===== src/rtl/dm_access_ctrl.sv =====
// dm_access_ctrl
//   Load/store initiator between the MEM stage of the multicycle datapath and
//   the byte-enabled data memory. It takes one op per request, drives the
//   memory word address, byte enables, write data and write enable for a
//   single cycle, and extends and registers load results. Misaligned or
//   out-of-range accesses are reported with fault and never touch memory.
//
//   State table:
//     state   | meaning
//     S_IDLE  | waiting for req; op/vaddr/wdata latched on acceptance
//     S_ISSUE | memory port driven; store written / load captured at exit edge
//     S_DONE  | done (and fault on error) pulse; returns to S_IDLE
//
//   Ports:
//     clk, rst_n         clock, asynchronous active-low reset
//     req, op, vaddr     request, op code (lw,lh,lhu,lb,lbu,sw,sh,sb), byte address
//     wdata              store data, low-aligned
//     busy, done, fault  status: in flight, completion pulse, error pulse
//     rdata              extended load result
//     dm_addr, dm_be     word address and byte enables to memory
//     dm_din, dm_we      write data (unshifted) and write enable to memory
//     dm_dout            combinational read data from memory
module dm_access_ctrl #(
   parameter int ADDR_HI     = 12,
   parameter bit CHECK_RANGE = 1'b1
) (
   input  logic              clk,
   input  logic              rst_n,
   input  logic              req,
   input  logic [2:0]        op,
   input  logic [31:0]       vaddr,
   input  logic [31:0]       wdata,
   output logic              busy,
   output logic              done,
   output logic              fault,
   output logic [31:0]       rdata,
   output logic [ADDR_HI-2:0] dm_addr,
   output logic [3:0]        dm_be,
   output logic [31:0]       dm_din,
   output logic              dm_we,
   input  logic [31:0]       dm_dout
);

   localparam logic [2:0] OP_LW  = 3'b000;
   localparam logic [2:0] OP_LH  = 3'b001;
   localparam logic [2:0] OP_LHU = 3'b010;
   localparam logic [2:0] OP_LB  = 3'b011;
   localparam logic [2:0] OP_LBU = 3'b100;
   localparam logic [2:0] OP_SW  = 3'b101;
   localparam logic [2:0] OP_SH  = 3'b110;

   typedef enum logic [1:0] {S_IDLE, S_ISSUE, S_DONE} state_t;

   state_t      state;
   logic [2:0]  op_q;
   logic [31:0] addr_q;
   logic [31:0] wdata_q;

   logic        is_store, is_word, is_half;
   logic        misalign, out_of_range, error;
   logic [3:0]  be_dec;
   logic [7:0]  ld_byte;
   logic [15:0] ld_half;
   logic [31:0] load_val;

   always_comb begin
      is_store = (op_q >= OP_SW);
      is_word  = (op_q == OP_LW) || (op_q == OP_SW);
      is_half  = (op_q == OP_LH) || (op_q == OP_LHU) || (op_q == OP_SH);
      misalign = is_word ? (addr_q[1:0] != 2'b00) :
                 is_half ? addr_q[0] : 1'b0;
      // Shift form keeps this legal even when ADDR_HI leaves no upper bits.
      out_of_range = CHECK_RANGE && ((addr_q >> (ADDR_HI + 1)) != 32'd0);
      error = misalign | out_of_range;

      be_dec = 4'b0001 << addr_q[1:0];
      if (is_word)
         be_dec = 4'b1111;
      else if (is_half)
         be_dec = addr_q[1] ? 4'b1100 : 4'b0011;

      ld_byte = 8'h00;
      case (addr_q[1:0])
         2'd0: ld_byte = dm_dout[7:0];
         2'd1: ld_byte = dm_dout[15:8];
         2'd2: ld_byte = dm_dout[23:16];
         default: ld_byte = dm_dout[31:24];
      endcase
      ld_half = addr_q[1] ? dm_dout[31:16] : dm_dout[15:0];

      load_val = dm_dout;
      case (op_q)
         OP_LH:  load_val = {{16{ld_half[15]}}, ld_half};
         OP_LHU: load_val = {16'h0000, ld_half};
         OP_LB:  load_val = {{24{ld_byte[7]}}, ld_byte};
         OP_LBU: load_val = {24'h000000, ld_byte};
         default: load_val = dm_dout;
      endcase
   end

   // Port controls decode straight from state so reset kills a pending write at once.
   assign dm_we   = (state == S_ISSUE) && is_store && !error;
   assign dm_be   = ((state == S_ISSUE) && !error) ? be_dec : 4'b0000;
   assign dm_addr = addr_q[ADDR_HI:2];
   assign dm_din  = wdata_q;
   assign busy    = (state != S_IDLE);

   always_ff @(posedge clk or negedge rst_n) begin
      if (!rst_n) begin
         state   <= S_IDLE;
         op_q    <= 3'b000;
         addr_q  <= 32'd0;
         wdata_q <= 32'd0;
         rdata   <= 32'd0;
         done    <= 1'b0;
         fault   <= 1'b0;
      end else begin
         case (state)
            S_IDLE: begin
               done  <= 1'b0;
               fault <= 1'b0;
               if (req) begin
                  op_q    <= op;
                  addr_q  <= vaddr;
                  wdata_q <= wdata;
                  state   <= S_ISSUE;
               end
            end
            S_ISSUE: begin
               if (!error && !is_store)
                  rdata <= load_val;
               done  <= 1'b1;
               fault <= error;
               state <= S_DONE;
            end
            S_DONE: begin
               done  <= 1'b0;
               fault <= 1'b0;
               state <= S_IDLE;
            end
            default: begin
               done  <= 1'b0;
               fault <= 1'b0;
               state <= S_IDLE;
            end
         endcase
      end
   end

endmodule


===== config.mk =====
export PLATFORM = sky130hd
export DESIGN_NAME = dm_access_ctrl
export DESIGN_NICKNAME = d
export VERILOG_FILES = /design/src/rtl/dm_access_ctrl.sv
export SDC_FILE = /design/constraint.sdc
export NUM_CORES = 1
export LEC_CHECK = 0
export CAP_MARGIN = 15
export CORE_ASPECT_RATIO = 0.7
export CORE_UTILIZATION = 30
export CTS_BUF_LIST = sky130_fd_sc_hd__clkbuf_2
export DETAILED_ROUTE_END_ITERATION = 8
export PLACE_DENSITY = 0.64
export SLEW_MARGIN = 10
export SYNTH_ARGS = -nofsm -noshare
export SYNTH_HDL_FRONTEND = slang
export SYNTH_SLANG_ARGS = --single-unit

===== constraint.sdc =====
create_clock -name clk -period 3.65 [get_ports clk]
set_clock_uncertainty 0.05 [all_clocks]
set_input_delay 0.73 -clock clk [delete_from_list [all_inputs] [get_ports clk]]
set_output_delay 0.73 -clock clk [all_outputs]
set_load 0.01 [all_outputs]

==> results.py <==
# Auto-generated metrics
metrics = {
    "power_and_ir_drop": {
        "vdd_ir_drop_max_mv": 0.202,
        "power_density_nw_per_um2": 469,
    },
    "floorplanning": {
        "dieArea_um2": 17300,
    },
    "synth": {
        "top_cell_area_share_pct": 51.2,
        "edf_count": 0,
        "fa_ha_area_share_pct": 0.199,
        "ys_sh_xor_pct": 0.348,
        "yosysUniqueCellTypes": 42,
        "simple_gate_share_pct": 7.87,
        "ys_sh_aoi_pct": 9.39,
    },
    "timing": {
        "finalSetupViolations": 0,
        "worstMarginPinSlew_ps": 772,
    },
    "detailed_routing": {
        "routed_wl_mm": 14.6,
        "routed_via_density": 4.77,
        "vias": 3974,
    },
    "setup_path": {
        "critical_path.max_fanout": 5,
        "endpoint": "dm_be[1]",
        "rr_endpoint": "rdata[10]",
        "cp-start-kind": "flip-flop",
        "endpoint_kind": "primary output",
    },
    "clock_network": {
        "cts_hold_buf": 1,
    },
    "status": {
        "status": "completed",
    },
    "place": {
        "dp_hpwl_mm": 10.8,
    },
}
-- power groups by stage --
stage               sequential, uW  combinational, uW  clock (uW)
finish                        1490               1340         570
global placement              1490               1300           0
global route                  1530               1440         647
floorplan                     1510                726           0
detailed placement            1500               1330           0
CTS                           1490               1340         610
-- cells in the mapped netlist (all sizes together) (2+ instances only) --
cell,instances
or2,2
o21ai,26
a21oi,28
nand3,5
o211ai,2
mux2,81
dfrtp,103
nor2b,10
a2111oi,7
buf,29
nor4,4
nor2,20
o2bb2ai,8
mux4,7
mux2i,18
nand2b,2
clkbuf,9
nand2,35
inv,19
-- metrics by stage --
stage / instances / hold slack, ps / worst slack (ps) / area [um^2] / utilization (%)
after global placement: 813 / 382 / 552 / 7050 / 43.1
after CTS: 832 / 425 / 0.887 / 7210 / 44.1
final: 833 / 423 / 350 / 7240 / 44.3
after detailed placement: 813 / 394 / 515 / 7050 / 43.1
after floorplan: 430 / 367 / 1390 / 5040 / -
after global routing: 833 / 480 / 49.4 / 7240 / 44.3
-- registers in the layout (all words and copies together), names as in the netlist --
name	flops
addr_q	32
dm_din	32
rdata	32
op_q	3
state	2
done	1
fault	1
-- metal layers --
layer  global-route usage [%]  up-vias  wire (um)
li1                         -     1850          -
met1                     24.1     1955       6620
met2                     25.5      154       6410
met3                     6.99       15       1380
met4                     3.46        0        149
met5                        0        -          0
-- final cells by class --
cell class	count	area (um^2)
Clock inverter	6	67.6
Clock buffer	10	50.0
Multi-Input combinational cell	270	2210
Fill cell	1535	9100
Timing Repair Buffer	200	1980
Sequential cell	103	2580
Tap cell	225	282
Inverter	19	71.3
-- critical path: cells and delay by family (launching register included) --
family / cells / cell delay, ps
simple gates: 3 / 670
compound gates: 2 / 460
buf+inv: 2 / 340
flops: 1 / 470
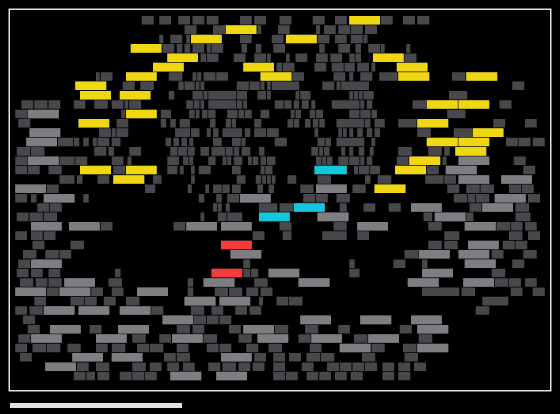
registers.png
Bar = 50 um.
signal	colour	flops
`rdata`	yellow	32
`op_q`	cyan	3
`state`	red	2
not coloured	66
Flop+latch power: 1490 uW
Flop area: 2580 um^2
utilization of the core after routing: 44.3%
Seq area share: 35.6%

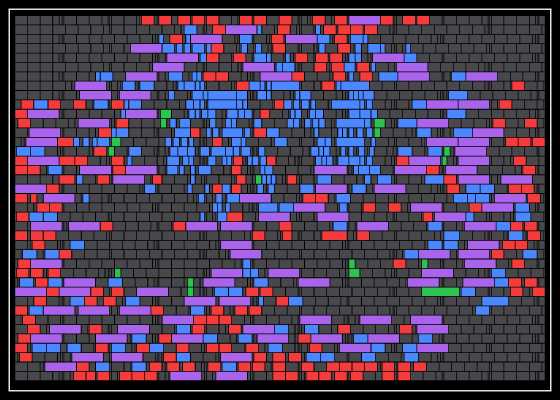
cell_classes.png
Fill, decap, tap and diode cells in grey.
class	colour	cells	share of their area
all other logic	blue	289	33%
flops	purple	103	37%
other buffers and delay cells	red	200	28%
clock drivers and dummy loads	green	16	1.7%

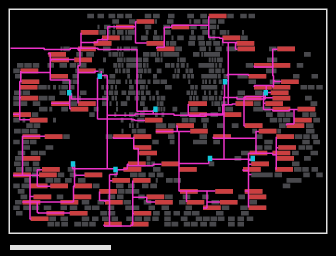
clock_map.png
Bar = 50 um.
[flip-flops] red | count: 103
[clock wires] magenta | length: 1390 um
[cells driving clock nets] cyan | count: 9
routed clock nets	10
part of the power in the clock network: 16.8%
worst skew pair latency: 610 ps

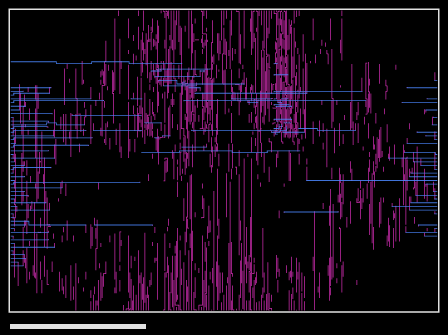
metal_stack.png
Bar = 50 um. Two of the layers only.
layer	colour	wire length
met3	blue	1380 um
met2	magenta	6410 um

Power figures rest on the tool's default switching activity, not on a simulated workload.
